--- src/rtl/ram_initiator.sv ---
// Bus-master sequencer for the RAM port: turns a valid/ready request into
// single-word or burst transfers over bas/wsa, bis/ws and we/bos.
module ram_initiator #(
  parameter int LENW = 4
) (
  input  logic            clk,
  input  logic            reset,
  input  logic            req_valid,
  output logic            req_ready,
  input  logic            req_write,
  input  logic [7:0]      req_addr,
  input  logic [LENW-1:0] req_len,
  input  logic            wvalid,
  output logic            wready,
  input  logic [7:0]      wdata,
  output logic            rvalid,
  input  logic            rready,
  output logic [7:0]      rdata,
  output logic            busy,
  output logic            done,
  output logic [7:0]      bas,
  output logic            wsa,
  output logic [7:0]      bis,
  output logic            ws,
  output logic            we,
  input  logic [7:0]      bos
);

  typedef enum logic [2:0] {IDLE, SETA, WDATA, WSTB, WHOLD, RSTB, RRESP, DONE} state_t;

  state_t          state, nxt;
  logic [7:0]      addr, nxt_addr;
  logic [LENW-1:0] cnt, nxt_cnt;
  logic            dir;
  logic            advance;

  always_comb begin
    nxt      = state;
    nxt_addr = addr;
    nxt_cnt  = cnt;
    advance  = 1'b0;
    case (state)
      IDLE: if (req_valid) begin
        nxt      = SETA;
        nxt_addr = req_addr;
        nxt_cnt  = req_len;
      end
      SETA:  nxt = dir ? WDATA : RSTB;
      WDATA: if (wvalid) nxt = WSTB;
      WSTB:  nxt = WHOLD;
      WHOLD: advance = 1'b1;
      RSTB:  nxt = RRESP;
      RRESP: advance = rready;
      DONE:  nxt = IDLE;
      default: nxt = IDLE;
    endcase
    // word finished: either close the burst or step to the next address
    if (advance) begin
      if (cnt == '0) nxt = DONE;
      else begin
        nxt      = SETA;
        nxt_addr = addr + 8'd1;
        nxt_cnt  = cnt - LENW'(1);
      end
    end
  end

  // All outputs are decoded from the next state so they change only on clk.
  always_ff @(posedge clk or posedge reset) begin
    if (reset) begin
      state     <= IDLE;
      addr      <= '0;
      cnt       <= '0;
      dir       <= 1'b0;
      req_ready <= 1'b1;
      busy      <= 1'b0;
      done      <= 1'b0;
      wsa       <= 1'b0;
      wready    <= 1'b0;
      ws        <= 1'b0;
      we        <= 1'b0;
      rvalid    <= 1'b0;
      bas       <= '0;
      bis       <= '0;
      rdata     <= '0;
    end else begin
      state     <= nxt;
      addr      <= nxt_addr;
      cnt       <= nxt_cnt;
      if (state == IDLE && req_valid) dir <= req_write;
      req_ready <= (nxt == IDLE);
      busy      <= (nxt != IDLE);
      done      <= (nxt == DONE);
      wsa       <= (nxt == SETA);
      wready    <= (nxt == WDATA);
      ws        <= (nxt == WSTB);
      we        <= (nxt == RSTB);
      rvalid    <= (nxt == RRESP);
      bas       <= (nxt == IDLE || nxt == DONE) ? 8'h00 : nxt_addr;
      if (state == WDATA && wvalid) bis <= wdata;
      else if (nxt != WSTB && nxt != WHOLD) bis <= '0;
      if (state == RSTB) rdata <= bos;
    end
  end

endmodule

--- config.mk ---
export PLATFORM = sky130hd
export DESIGN_NAME = ram_initiator
export DESIGN_NICKNAME = d
export VERILOG_FILES = /design/src/rtl/ram_initiator.sv
export SDC_FILE = /design/constraint.sdc
export NUM_CORES = 1
export LEC_CHECK = 0
export CAP_MARGIN = 30
export CORE_MARGIN = 2
export CORE_UTILIZATION = 46
export CTS_CLUSTER_DIAMETER = 200
export DETAILED_ROUTE_END_ITERATION = 16
export MAX_ROUTING_LAYER = met4
export PLACE_DENSITY = 0.85
export SLEW_MARGIN = 20
export SYNTH_ARGS = -nofsm -noshare
export SYNTH_HDL_FRONTEND = slang
export SYNTH_SLANG_ARGS = --single-unit
--- constraint.sdc ---
create_clock -name clk -period 2.2 [get_ports clk]
set_input_delay 0.44 -clock clk [delete_from_list [all_inputs] [get_ports clk]]
set_output_delay 0.44 -clock clk [all_outputs]
set_load 0.01 [all_outputs]
Figure 1. Routed metal, one color a layer.
(4 px per µm) Only two layers are drawn.
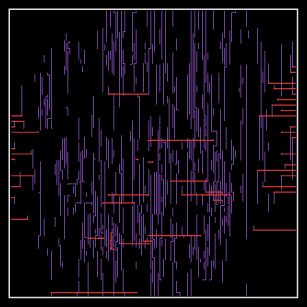
Purple is metal 2, wire length 2420 µm. Red is metal 3, wire length 241 µm.

Figure 2. Cell placement.
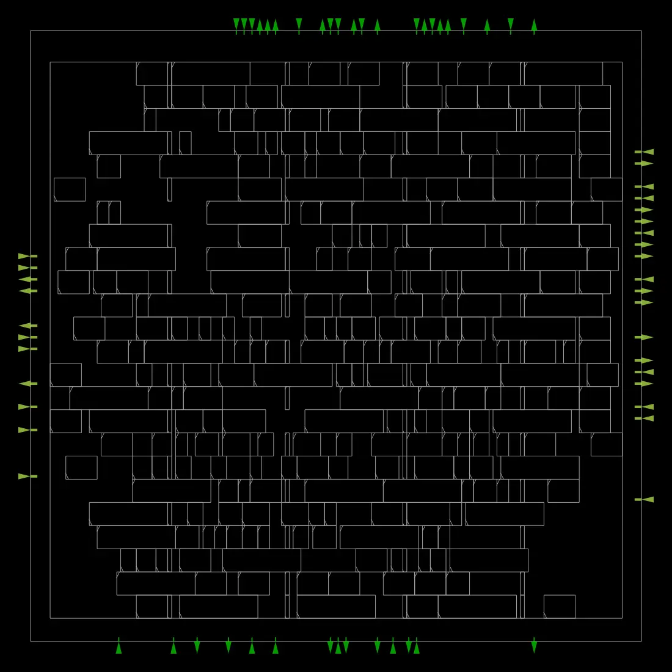
Site Rows: 24
filler instances: 352
Seq/total area: 41.05%

Figure 3. Layout detail.
Region (21, 21) to (51, 51) µm. Cells in gray, sequential cells in the stronger gray; small squares are vias.
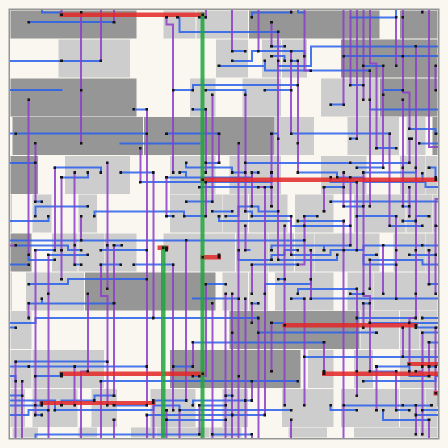
Green is metal 4. Purple is metal 2. Red is metal 3. Blue is metal 1.
Netlist names of flops here include state (3), addr (2). Most frequent: dfrtp_1 (9), nor3_1 (6), nand2_1 (5). 65 logic cells have their middle in the window. Sequential cells in the window: 9.

==> out/results.ini <==
[synth]
yosys_warnings=0
synth-xor-area-share_pct=0
yosysTopAreaCell=dfrtp_1
synthesis.area_um2=2108
yosys-top-cells-count=dfrtp_1 (47), nor2_1 (18), nor3_1 (14), nand2_1 (13), a22oi_1 (9)
ys_cells=188
most_common_cell=dfrtp_1
synth_seq_share_pct=57.03
fp_nets=224

[power]
power_w=0.003987
ir_drop_mv=0.7442
p_int_w=0.002503
p_leak_nw=1.261

[flow_run]
tool_warnings=26
cap_violations=0

[global_route]
grt_pass1_wl_mm=8.073
grtUsageMet2_pct=32.51
grt_overflow_total=0

[floorplan]
die_w_um=71.70
taps=52

[layout]
nonClkBufAreaFrac_pct=24.43
largest_cell_class=registers
most-common-layout-cells=clkdlybuf4s50_1 (65), dfrtp_1 (47), nor2_1 (18), nor3_1 (14), nand2_1 (13)
post_route_cells_drive_above_1_share_pct=13.13
flop-count=48
stdcell_area_um2=2929
inv_count=7
nNetsFinal=294

[cts]
ctsHoldBuffers=0
cts_buffer_depth=2

[timing]
finalWorstSetupSlack_ps=347.2
finalSetupViolCount=0

[placed_design]
place_ws_ps=149.2
hpwl_mm=3.388

[setup_path]
cp.required_ps=2400

[outcome]
status=completed

[drt]
highest_layer=met4

-- registers in the layout (all words and copies together) (netlist names) --
| register | count |
|---|---|
| dir | 1 |
| wready | 1 |
| busy | 1 |
| rvalid | 1 |
| req_ready | 1 |
| rdata | 8 |
| addr | 8 |
| cnt | 4 |
| done | 1 |
| wsa | 1 |
| bis | 8 |
| we | 1 |
| bas | 8 |
| ws | 1 |
| state | 3 |
-- kinds of logic after synthesis --
logic type               count (synthesis)
flip-flops                              48
buffers and inverters                   16
AND-OR/OR-AND                           40
AND/OR/NAND/NOR                         71
adder cells (fa/ha/maj)                  2
multiplexers                            11
-- critical path, cell delays in order, from the launching register on --
cell	delay, ps
dfrtp_1	400
inv_1	90
ha_1	170
or3b_4	410
nand3_2	160
buf_4	180
nor2_1	60
nor4_1	280
